**Signal wires by layer**

The bar under the picture is 50 um long. Only two layers are drawn.
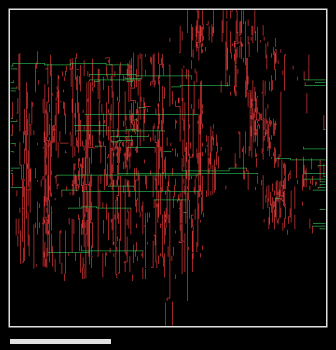
**Routing congestion map**

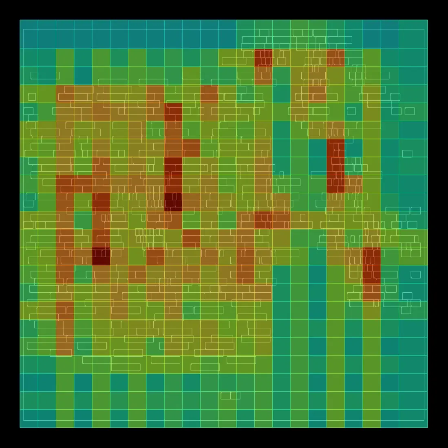
**Cell area per tile**

The die is cut into 16 by 16 equal tiles; black is low, pale yellow is high, 0 to 100% covered.
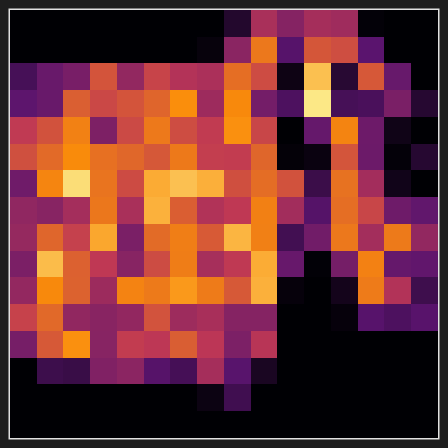
**Where the registers sit**

The bar under the picture is 50 um long. Other sequential cells in the stronger grey, the rest of the logic in the fainter grey.
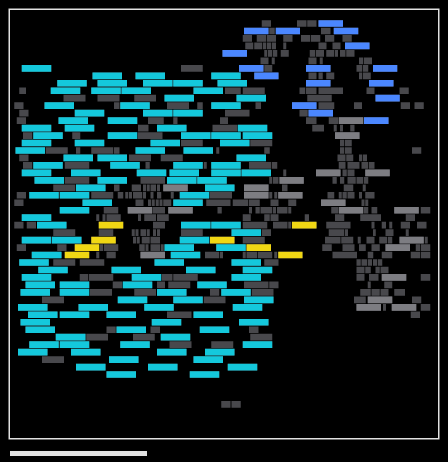
`src/rtl/uart_tx_feeder.sv`:
```
// Byte FIFO feeding a UART transmitter: launches queued bytes with a one-cycle
// tx_start pulse, waits for the UART busy handshake and retries unacknowledged launches.
module uart_tx_feeder #(
  parameter int DEPTH     = 16,
  parameter int ACK_LIMIT = 8,
  localparam int AW       = $clog2(DEPTH)
) (
  input  logic          clk,
  input  logic          rst,
  input  logic          wr_en,
  input  logic [7:0]    wr_data,
  input  logic          clr_ovf,
  input  logic          tx_busy,
  output logic [7:0]    tx_data,
  output logic          tx_start,
  output logic          full,
  output logic          empty,
  output logic [AW:0]   level,
  output logic          overflow,
  output logic [15:0]   sent_count
);

  localparam int CW = $clog2(ACK_LIMIT + 1);

  typedef enum logic [1:0] {IDLE, START, ACK, DRAIN} state_t;

  logic [7:0]    mem [DEPTH];
  state_t        state_q, state_d;
  logic [AW-1:0] wptr_q, wptr_d;
  logic [AW-1:0] rptr_q, rptr_d;
  logic [AW:0]   level_q, level_d;
  logic          ovf_q, ovf_d;
  logic [7:0]    tx_data_q, tx_data_d;
  logic          tx_start_q, tx_start_d;
  logic [15:0]   sent_q, sent_d;
  logic [CW-1:0] cnt_q, cnt_d;
  logic          pop;
  logic          wr_ok;
  logic          drop;
  logic          full_w;
  logic          empty_w;

  assign full_w  = (level_q == (AW+1)'(DEPTH));
  assign empty_w = (level_q == '0);
  // A full FIFO refuses the write even when a pop frees a slot on the same edge.
  assign wr_ok   = wr_en && !full_w;
  assign drop    = wr_en && full_w;

  always_comb begin
    state_d    = state_q;
    wptr_d     = wptr_q;
    rptr_d     = rptr_q;
    level_d    = level_q;
    ovf_d      = ovf_q;
    tx_data_d  = tx_data_q;
    tx_start_d = 1'b0;
    sent_d     = sent_q;
    cnt_d      = cnt_q;
    pop        = 1'b0;

    case (state_q)
      IDLE: begin
        if (!empty_w && !tx_busy) begin
          pop        = 1'b1;
          tx_data_d  = mem[rptr_q];
          tx_start_d = 1'b1;
          state_d    = START;
        end
      end
      START: begin
        cnt_d   = '0;
        state_d = ACK;
      end
      ACK: begin
        if (tx_busy) begin
          state_d = DRAIN;
        end else begin
          cnt_d = cnt_q + CW'(1);
          // No acknowledge in time: relaunch the same byte without popping.
          if (cnt_d == CW'(ACK_LIMIT)) begin
            tx_start_d = 1'b1;
            state_d    = START;
          end
        end
      end
      DRAIN: begin
        if (!tx_busy) begin
          sent_d  = sent_q + 16'd1;
          state_d = IDLE;
        end
      end
      default: state_d = IDLE;
    endcase

    if (wr_ok) wptr_d = wptr_q + AW'(1);
    if (pop)   rptr_d = rptr_q + AW'(1);

    case ({wr_ok, pop})
      2'b10:   level_d = level_q + (AW+1)'(1);
      2'b01:   level_d = level_q - (AW+1)'(1);
      default: level_d = level_q;
    endcase

    if (drop)         ovf_d = 1'b1;
    else if (clr_ovf) ovf_d = 1'b0;
  end

  always_ff @(posedge clk or negedge rst) begin
    if (!rst) begin
      state_q    <= IDLE;
      wptr_q     <= '0;
      rptr_q     <= '0;
      level_q    <= '0;
      ovf_q      <= 1'b0;
      tx_data_q  <= 8'h00;
      tx_start_q <= 1'b0;
      sent_q     <= 16'h0000;
      cnt_q      <= '0;
    end else begin
      state_q    <= state_d;
      wptr_q     <= wptr_d;
      rptr_q     <= rptr_d;
      level_q    <= level_d;
      ovf_q      <= ovf_d;
      tx_data_q  <= tx_data_d;
      tx_start_q <= tx_start_d;
      sent_q     <= sent_d;
      cnt_q      <= cnt_d;
    end
  end

  always_ff @(posedge clk) begin
    if (wr_ok) mem[wptr_q] <= wr_data;
  end

  assign tx_data    = tx_data_q;
  assign tx_start   = tx_start_q;
  assign full       = full_w;
  assign empty      = empty_w;
  assign level      = level_q;
  assign overflow   = ovf_q;
  assign sent_count = sent_q;

endmodule
```
`config.mk`:
```
export PLATFORM = sky130hd
export DESIGN_NAME = uart_tx_feeder
export DESIGN_NICKNAME = d
export VERILOG_FILES = /design/src/rtl/uart_tx_feeder.sv
export SDC_FILE = /design/constraint.sdc
export NUM_CORES = 1
export LEC_CHECK = 0
export CORE_UTILIZATION = 30
export DETAILED_ROUTE_END_ITERATION = 7
export GPL_TIMING_DRIVEN = 0
export PLACE_DENSITY = 0.56
export SLEW_MARGIN = 20
export SYNTH_ARGS = -nofsm -noshare
export SYNTH_HDL_FRONTEND = slang
export SYNTH_SLANG_ARGS = --single-unit
```
`constraint.sdc`:
```
create_clock -name clk -period 4.8 [get_ports clk]
set_input_delay 0.72 -clock clk [delete_from_list [all_inputs] [get_ports clk]]
set_output_delay 0.72 -clock clk [all_outputs]
set_load 0.02 [all_outputs]
```
==> impl_results.rst <==
Run summary
-----------

.. list-table::
   :header-rows: 1

   * - Metric
     - Value
   * - Result of the run
     - finished, final reports clean
   * - HPWL after detailed placement
     - 9670 um
   * - CP Launch Type
     - input port
   * - Largest net degree at the start of global routing
     - between 40 and 50
   * - Ant diodes
     - 0
   * - Cells along the critical path
     - clkdlybuf4s50_1 > nor2_1 > o311a_4 > buf_2 > ha_1 > clkbuf_1 > xor2_1 > ha_1 > a211oi_1 > nor4_1 > xnor2_1
   * - Number of unique standard cell types used by synthesis
     - between 40 and 50
   * - Tally of OpenROAD warnings
     - 30
   * - Yosys stat chip area
     - 0.00710 mm^2
   * - Crit path largest cell delay
     - between 0.5 and 0.6 ns
   * - Leading area contributor after synthesis
     - sky130_fd_sc_hd__edfxtp_1
   * - Main logic family after synthesis
     - multiplexers
   * - CTS sink count
     - 173
   * - Proportion of synthesized chip area in sequential cells
     - a little over two thirds
   * - Wirelength per Cell
     - around 19 um
   * - Post_cts resized
     - 0
   * - Worst setup margin
     - between 1 and 1.5 ns
   * - CP Data Required Time
     - ~5.2 ns
   * - Capturing element type of the critical path
     - register
   * - Final setup violation count
     - 0
   * - FA/HA/MAJ Cells, Area Fraction
     - under 10%
   * - EDFF count, synth
     - roughly 130
   * - Total clock buffers created by CTS
     - 17
   * - GRT overflow
     - 0
   * - Post-route standard cell area excluding fillers
     - about 0.0086 mm^2
   * - Most used cells in the layout excluding fill and tap cells
     - 128 x sky130_fd_sc_hd__edfxtp_1, 45 x sky130_fd_sc_hd__dfrtp_1, 44 x sky130_fd_sc_hd__clkdlybuf4s50_1, 32 x sky130_fd_sc_hd__mux4_2, 24 x sky130_fd_sc_hd__nor2_1
   * - Latency at later pin
     - between 0.4 and 0.5 ns
   * - Fin nets
     - approximately 500
   * - Htree depth
     - 4
   * - XOR/XNOR share of the synthesized area
     - approximately 3.5%
   * - Synthesized netlist cell count
     - 411
   * - LEAKAGE
     - slightly below 3 nW
   * - Vias after detailed routing
     - between 3,000 and 4,000
   * - Cell with the largest stage delay on the worst path
     - sky130_fd_sc_hd__clkdlybuf4s50_1
   * - RR Startpoint
     - level[0]
   * - Vert. Die Dim
     - 156 um
   * - Buffers added on ports
     - between 40 and 50
   * - Number of max-cap violations
     - 0
   * - Post-synth mux share
     - a little under an eighth
   * - Die extent in x
     - ~160 um
   * - Router iterations before antenna repair
     - 4
   * - Sum of negative setup slack
     - 0 ns
   * - Dominant logic cell type in the layout
     - sky130_fd_sc_hd__edfxtp_1
   * - Die outline area
     - 0.0243 mm^2
   * - Vias per cell
     - ~4.8
   * - Initial antenna violation count
     - 0
   * - Category of the most critical setup path
     - in -> reg
   * - # placed instances
     - a little under 800
   * - Post-DP Area
     - between 0.007 and 0.008 mm^2
   * - Arrival time worst endpoint
     - around 3.7 ns
   * - Yosys top cell area share
     - 54.1%
   * - Worst clock skew on the final layout
     - 0.0142 ns
   * - Synth Warn #
     - 0
   * - Fin crit share
     - between 60% and 70%
   * - Unrepaired setup endpoints after global routing
     - false
   * - Post-CTS setup-driven buffer insertion count
     - 0
   * - Layout cells sized above 1
     - 18.9%
   * - Sum of routed wire length over all layers
     - 14,800 um
   * - Layout Cells excl Fill
     - around 800
   * - Number of nets at floorplan
     - 434
   * - Post-synthesis cell area
     - 0.00710 mm^2
   * - Proportion of register bits with asynchronous set or reset after synthesis
     - 26.0%
   * - Type of the tightest min-delay check
     - in -> async
   * - Dominant flop cell
     - sky130_fd_sc_hd__edfxtp_1
   * - Pwr Density
     - 566 mW/mm^2
   * - Buffers from clock root to sink, at most
     - 2
   * - Synth Register Bits
     - 173
   * - Relative slew slack
     - 39.6%
   * - Fin. max-slew vios
     - 0
   * - Worst setup path startpoint
     - tx_busy
   * - Total chip power
     - just under 0.005 W
   * - Total global routing track utilization
     - roughly an eighth
   * - Global-route wire length before repair
     - 23,200 um
   * - Worst setup slack before clock tree synthesis
     - approximately 1.1 ns
   * - Vias in the first global route
     - around 4,000
   * - Simple-gate portion of the synthesized area
     - around 6.0%
   * - Yosys aoi share
     - just over 5%
   * - Area added between synthesis and finish
     - 20.7%
   * - Hold-fix buffers, CTS
     - 0
Notes on 'signal wires by layer' above:
- green: met3 (wire length 850 um)
- red: met2 (wire length 6,930 um)

Notes on 'routing congestion map' above:
met1 usage in global routing: 17.8%
met3 layer usage reported by global route: 3.78%
Final Util: 37.4%

Notes on 'cell area per tile' above:
- mean over tiles: 34%
- densest ninth of the die: centre
- fullest tile: 95%
fp util: 31.0%
area of the core: 0.0229 mm^2

Notes on 'where the registers sit' above:
- blue: sent_count (flops 16)
- yellow: tx_data (flops 8)
- cyan: mem (flops 128)

## cells in the mapped netlist (3+ instances only)
library cell and n:
sky130_fd_sc_hd__a21oi_1 6, sky130_fd_sc_hd__a221oi_2 8, sky130_fd_sc_hd__and3_1 3, sky130_fd_sc_hd__and4_1 3, sky130_fd_sc_hd__buf_1 3, sky130_fd_sc_hd__buf_2 6
sky130_fd_sc_hd__clkbuf_1 11, sky130_fd_sc_hd__dfrtp_1 45, sky130_fd_sc_hd__edfxtp_1 128, sky130_fd_sc_hd__ha_1 10, sky130_fd_sc_hd__inv_1 8, sky130_fd_sc_hd__mux2_2 3
sky130_fd_sc_hd__mux2i_1 9, sky130_fd_sc_hd__mux4_2 32, sky130_fd_sc_hd__nand2_1 16, sky130_fd_sc_hd__nand2b_1 4, sky130_fd_sc_hd__nand3_1 5, sky130_fd_sc_hd__nand4_1 5
sky130_fd_sc_hd__nor2_1 24, sky130_fd_sc_hd__nor3_1 10, sky130_fd_sc_hd__o211ai_1 4, sky130_fd_sc_hd__o21ai_0 7, sky130_fd_sc_hd__o22ai_1 8, sky130_fd_sc_hd__xnor2_1 17
sky130_fd_sc_hd__xor2_1 11
## cell families (layout without fill, tap and decap cells)
kind of cell | Yosys count | in the layout
AND/OR/NAND/NOR | 82 | 82
adder cells (fa/ha/maj) | 10 | 10
XOR/XNOR | 28 | 28
multiplexers | 44 | 44
AND-OR/OR-AND | 43 | 43
flip-flops | 173 | 173
buffers and inverters | 31 | 108
## power by group
group	switching [W]	total [W]	internal, W	leakage (nW)
clock network	0.000687	0.00140	0.000712	0.297
logic	0.000809	0.00146	0.000647	0.958
registers	0.000146	0.00200	0.00185	1.71
## final timing paths
| path | to | slack [ns] | cells past startpoint |
|---|---|---|---|
| setup / recovery | level[4] | 1.48 | 11 |
| hold / removal | tx_data[0] | 0.30 | 1 |
| setup reg to reg | level[4] | 1.72 | 11 |
| hold reg to reg | sent_count[15] | 0.47 | 1 |
| max in group asynchronous | sent_count[1] | 4.04 | 1 |
| min in group clk | sent_count[15] | 0.47 | 1 |
## layer usage
layer  routed length, um  vias to the layer above  track usage, %  share of wire, %
met5                   0                        -               0                 0
met4                 129                        0            4.15              0.87
met3                 850                       12            3.78               5.7
met2                6930                       92            20.3                47
met1                6920                     2023            17.8                47
li1                    -                     1730               -                 -
## state kept, by name (all words and copies together) (netlist names)
| signal | flops |
|---|---|
| cnt_q | 4 |
| level | 5 |
| mem | 128 |
| overflow | 1 |
| rptr_q | 4 |
| sent_count | 16 |
| state_q | 2 |
| tx_data | 8 |
| tx_start | 1 |
| wptr_q | 4 |
## worst max-delay path: cells and delay by family
family | cells | cell delay (ns)
adders and majority gates | 2 | 0.42
AOI/OAI and AO/OA | 2 | 0.36
buffers and inverters | 3 | 1.21
and+or+nand+nor | 2 | 0.60
xor gates and xnor gates | 2 | 0.37
## final cells by class
| type | instances | area, um^2 |
|---|---|---|
| well taps | 313 | 392 |
| plain buffers | 22 | 105 |
| repair buffers | 45 | 448 |
| clock inverters | 15 | 183 |
| inverters | 9 | 33.8 |
| fillers | 2136 | 14300 |
| flip-flops and latches | 173 | 4970 |
| multi-input cells | 207 | 2020 |
| clock buffers | 17 | 425 |
Power is estimated from default activity; no workload was simulated.
